ff_map.png
Drawn at 6 px/um.
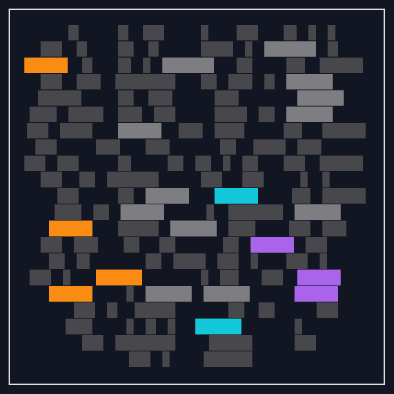
route_heat.png
Drawn at 6 px/um. The die is cut into 12 by 12 equal tiles; dark purple is low, yellow is high, scaled to the fullest tile. Values are wire area over tile area, all layers added.
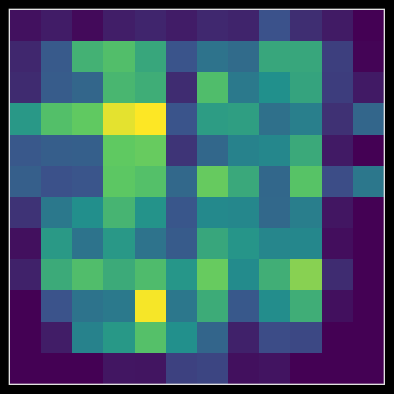
floorplan.png
Drawn at 8 px/um. Pins as bars on the die edge.
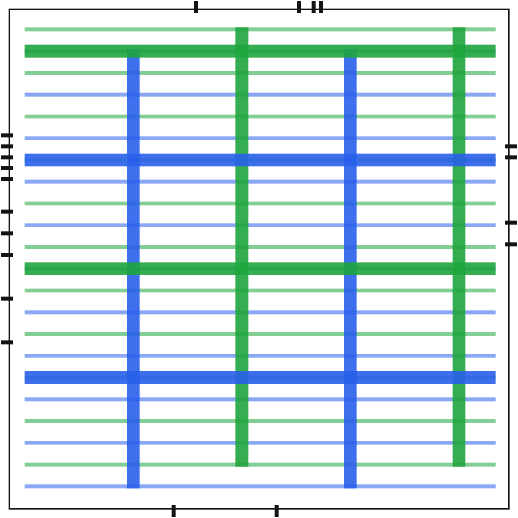
$ cat config.mk
export PLATFORM = sky130hd
export DESIGN_NAME = serial_subtractor_flat
export DESIGN_NICKNAME = d
export VERILOG_FILES = /design/src/rtl/serial_sub_pkg.sv /design/src/rtl/serial_subtractor_if.sv /design/src/rtl/full_subtractor.sv /design/src/rtl/serial_subtractor.sv /design/src/flat_wrapper.sv
export SDC_FILE = /design/constraint.sdc
export NUM_CORES = 1
export LEC_CHECK = 0
export CAP_MARGIN = 25
export CELL_PAD_IN_SITES_DETAIL_PLACEMENT = 2
export CELL_PAD_IN_SITES_GLOBAL_PLACEMENT = 2
export CORE_MARGIN = 1.5
export CORE_UTILIZATION = 27
export DETAILED_ROUTE_END_ITERATION = 10
export PLACE_DENSITY = 0.73
export REMOVE_ABC_BUFFERS = 1
export SLEW_MARGIN = 20
export SYNTH_ARGS = -nofsm -noshare
export SYNTH_HDL_FRONTEND = slang
export SYNTH_SLANG_ARGS = --single-unit
$ cat constraint.sdc
create_clock -name clk -period 1.11 [get_ports clk]
set_input_delay 0.222 -clock clk [delete_from_list [all_inputs] [get_ports clk]]
set_output_delay 0.222 -clock clk [all_outputs]
set_load 0.05 [all_outputs]
$ cat src/rtl/serial_sub_pkg.sv
// Shared types for the bit-serial subtractor.
//   sub_state_e : controller states IDLE / RUN / DONE
package serial_sub_pkg;

    typedef enum logic [1:0] {
        IDLE = 2'd0,
        RUN  = 2'd1,
        DONE = 2'd2
    } sub_state_e;

endpackage

$ cat src/rtl/serial_subtractor_if.sv
// Operand/result handshake bundle for serial_subtractor.
//   in_valid/in_ready   : operand handshake (A, B, Bin)
//   out_valid/out_ready : result handshake (Diff, Bout, Ovf)
//   Ovf exists only when SERIAL_SUB_OVF_EN is defined.
//   slave  : the subtractor side
//   master : the producer/consumer side
interface serial_subtractor_if #(
    parameter int unsigned N = 4
);
    logic         in_valid;
    logic         in_ready;
    logic [N-1:0] A;
    logic [N-1:0] B;
    logic         Bin;
    logic         out_valid;
    logic         out_ready;
    logic [N-1:0] Diff;
    logic         Bout;
`ifdef SERIAL_SUB_OVF_EN
    logic         Ovf;

    modport slave (
        input  in_valid, A, B, Bin, out_ready,
        output in_ready, out_valid, Diff, Bout, Ovf
    );
    modport master (
        output in_valid, A, B, Bin, out_ready,
        input  in_ready, out_valid, Diff, Bout, Ovf
    );
`else
    modport slave (
        input  in_valid, A, B, Bin, out_ready,
        output in_ready, out_valid, Diff, Bout
    );
    modport master (
        output in_valid, A, B, Bin, out_ready,
        input  in_ready, out_valid, Diff, Bout
    );
`endif
endinterface

$ cat src/rtl/full_subtractor.sv
// One-bit combinational full subtractor: d = a - b - bin, bout = borrow out.
//   a, b, bin : minuend bit, subtrahend bit, borrow in
//   d, bout   : difference bit, borrow out
module full_subtractor (
    input  logic a,
    input  logic b,
    input  logic bin,
    output logic d,
    output logic bout
);
    assign d    = a ^ b ^ bin;
    assign bout = (~a & b) | (~(a ^ b) & bin);
endmodule

$ cat src/rtl/serial_subtractor.sv
// Bit-serial N-bit subtractor, Diff = A - B - Bin, LSB first, one bit per clock.
//   clk, rst : clock (rising edge) and synchronous active-high reset
//   io       : serial_subtractor_if.slave operand/result handshakes
//   Optional SERIAL_SUB_OVF_EN adds the signed-overflow output io.Ovf.
module serial_subtractor
    import serial_sub_pkg::*;
#(
    parameter int unsigned N = 4
) (
    input  logic                clk,
    input  logic                rst,
    serial_subtractor_if.slave  io
);
    localparam int unsigned CW = $clog2(N);

    sub_state_e    state_q;
    sub_state_e    state_d;
    logic [CW-1:0] cnt_q;
    logic [N-1:0]  a_sr;
    logic [N-1:0]  b_sr;
    logic [N-1:0]  d_sr;
    logic [N-1:0]  diff_q;
    logic          br_q;
    logic          bout_q;
    logic          d_bit;
    logic          bo_bit;
    logic          last_c;

    full_subtractor u_fs (
        .a    (a_sr[0]),
        .b    (b_sr[0]),
        .bin  (br_q),
        .d    (d_bit),
        .bout (bo_bit)
    );

    assign last_c = (cnt_q == CW'(N - 1));

    // State register
    always_ff @(posedge clk) begin
        if (rst) state_q <= IDLE;
        else     state_q <= state_d;
    end

    // Next-state logic
    always_comb begin
        state_d = state_q;
        case (state_q)
            IDLE:    if (io.in_valid) state_d = RUN;
            RUN:     if (last_c)      state_d = DONE;
            DONE:    if (io.out_ready) state_d = IDLE;
            default: state_d = IDLE;
        endcase
    end

    // Handshake flags decode straight from the state register
    assign io.in_ready  = (state_q == IDLE);
    assign io.out_valid = (state_q == DONE);

    // Datapath: operand shift registers, borrow chain, result capture
    always_ff @(posedge clk) begin
        if (rst) begin
            cnt_q  <= '0;
            a_sr   <= '0;
            b_sr   <= '0;
            d_sr   <= '0;
            br_q   <= 1'b0;
            diff_q <= '0;
            bout_q <= 1'b0;
        end else begin
            case (state_q)
                IDLE: begin
                    if (io.in_valid) begin
                        a_sr  <= io.A;
                        b_sr  <= io.B;
                        br_q  <= io.Bin;
                        cnt_q <= '0;
                    end
                end
                RUN: begin
                    a_sr  <= a_sr >> 1;
                    b_sr  <= b_sr >> 1;
                    d_sr  <= {d_bit, d_sr[N-1:1]};
                    br_q  <= bo_bit;
                    cnt_q <= cnt_q + CW'(1);
                    // Result is published only once the last bit is known
                    if (last_c) begin
                        diff_q <= {d_bit, d_sr[N-1:1]};
                        bout_q <= bo_bit;
                    end
                end
                default: ;
            endcase
        end
    end

    assign io.Diff = diff_q;
    assign io.Bout = bout_q;

`ifdef SERIAL_SUB_OVF_EN
    logic ovf_q;

    // Signed overflow: borrow into the MSB differs from borrow out of it
    always_ff @(posedge clk) begin
        if (rst)                               ovf_q <= 1'b0;
        else if ((state_q == RUN) && last_c)   ovf_q <= br_q ^ bo_bit;
    end

    assign io.Ovf = ovf_q;
`endif

endmodule

$ cat src/flat_wrapper.sv
// flat-port wrapper written by rule: the top's interface ports become plain ports
module serial_subtractor_flat import serial_sub_pkg::*;
#(
    parameter int unsigned N = 4
)
  (clk, rst, io_in_valid, io_A, io_B, io_Bin, io_out_ready, io_in_ready, io_out_valid, io_Diff, io_Bout);
  serial_subtractor_if #(.N(N)) io_i ();
  input  logic clk;
  input  logic rst;
  input wire logic [$bits(io_i.in_valid)-1:0] io_in_valid;
  input wire logic [$bits(io_i.A)-1:0] io_A;
  input wire logic [$bits(io_i.B)-1:0] io_B;
  input wire logic [$bits(io_i.Bin)-1:0] io_Bin;
  input wire logic [$bits(io_i.out_ready)-1:0] io_out_ready;
  output wire logic [$bits(io_i.in_ready)-1:0] io_in_ready;
  output wire logic [$bits(io_i.out_valid)-1:0] io_out_valid;
  output wire logic [$bits(io_i.Diff)-1:0] io_Diff;
  output wire logic [$bits(io_i.Bout)-1:0] io_Bout;
  assign io_i.in_valid = io_in_valid;
  assign io_i.A = io_A;
  assign io_i.B = io_B;
  assign io_i.Bin = io_Bin;
  assign io_i.out_ready = io_out_ready;
  assign io_in_ready = io_i.in_ready;
  assign io_out_valid = io_i.out_valid;
  assign io_Diff = io_i.Diff;
  assign io_Bout = io_i.Bout;
  serial_subtractor #(.N(N)) u_core (.clk(clk), .rst(rst), .io(io_i));
endmodule
==> flow_summary.ini <==
; generated from flow reports
[cells_and_area]
layout-area-overhead-vs-synth_pct = 72.4
inv_count = 4
seq_cells = 21
layout.area.top_class = logic gates
layout_top_cells = sky130_fd_sc_hd__buf_4, sky130_fd_sc_hd__clkdlybuf4s50_1, sky130_fd_sc_hd__dfxtp_1, sky130_fd_sc_hd__mux2i_1, sky130_fd_sc_hd__dfxtp_2
final_design_area_no_fill_um2 = 1640
combGateArea_um2 = 628
final.fill_count = 374
antenna_cells = 0
net_count_reported_at_finish = 152
area.share.sequential_pct = 26.9
fin_cells = 182
area_share_clock_buf_inv_pct = 1.68

[yosys]
post_synth_inst_count = 98
yosys.area_share.xor_xnor_pct = 0
synthDistinctLibCells = 30
post_synth_mux_area_share_pct = 9.50
ys_sh_simple_pct = 18.2
async_reset_ff_share_pct = 0
edf_count = 0
dominantRegCellSynth = sky130_fd_sc_hd__dfxtp_1
synth.top_cells.by_area = sky130_fd_sc_hd__dfxtp_1, sky130_fd_sc_hd__mux2i_1, sky130_fd_sc_hd__a21oi_1
yosysChipArea_um2 = 948
yosys_warnings = 0
logic_family = simple AND/OR/NAND/NOR gates
synth_area_um2 = 948
and_or_or_and_share_of_the_synthesized_area_pct = 17.2

[pwr]
total_power_uw = 1610
comb_power_share_pct = 24.4
pg_clk_uw = 390
power_density_nw_per_um2 = 984
p_leak_uw = 0.000599
pwr-share-clk_pct = 24.2
seq-power_uw = 826

[hold_path]
worstHoldPathType = in2reg
hold_depth = 3
hold_path_end = u_core.b_sr[0]

[critical_path]
worstPathCellList = buf_6, nor2b_4, buf_8
critPathMaxStageDelay_ns = 0.38
required_ns = 0.89
worst_path_max_delay_cell = sky130_fd_sc_hd__dfxtp_4
critPathTopFamily = flip-flops
setup.worst_path.class = reg2out
worst_setup_path_startpoint = u_core.state_q[1]
timing.rr.start = u_core.state_q[1]
critical_path_depth = 3

[detailed_routing]
met2_wirelength_um = 1970
detail_route.wirelength.met1_um = 1150
drtIter0Drc = 29
antenna_left = 0
num_vias = 870
detail_route.first_pass.iterations = 3

[final_timing]
worst_slew_margin_rel_pct = 81.3
grt_setup_unrepaired = true
timing.clock.skew_ns = 0.00239
max_freq_ghz = 0.759
hold_viol = 0
finalCritPeriodShare_pct = 119
setup_viol_count_final = 19
report.final.slew_viol_count = 0
period_needed_ns = 1.32
fin_ws_ns = -0.207
whs_ns = 0.441

[placement]
dp_slack_ns = -0.412
gpl.final_weighted_congestion = 0.694
post_dp_cell_area_um2 = 1310
hpwl_um = 1950
buffer_ports.inserted = 19
place.detailed.instances = 170

[floorplanning]
die-area_um2 = 3880
dieWidth_um = 62.3
coreArea_um2 = 3360
initial_utilization_pct = 28.2

[clock_network]
cts.hold.buffers_added = 0
worstSkewPairLatency_ns = 0.31
numClockSinks = 21
path_clk_slew_ns = 0.13
cts_max_path_buffers = 2
ctsHtreeMaxLevel = 1

[outcome]
violations = negative setup slack
run_status = finished with violations

[global_routing]
antenna_found_initial = 0
met2_usage_pct = 38.0
number_of_global_route_vias_before_repair = 1016
largest_net_degree_at_the_start_of_global_routing = 22
## Picture notes: ff_map.png
| signal | colour | sequential cells |
|---|---|---|
| u_core.d_sr | purple | 3 |
| u_core.a_sr | orange | 4 |
| u_core.cnt_q | cyan | 2 |

## Picture notes: route_heat.png
densest ninth of the die: centre
nearly empty tiles: 12%
mean over tiles: 0.12
tiles over half the peak: 30%
fullest tile: 0.35

## Picture notes: floorplan.png
| net | colour |
|---|---|
| VSS | blue |
| VDD | green |
rows: 21
met4 straps: 4

Power and IR drop assume default switching activity.
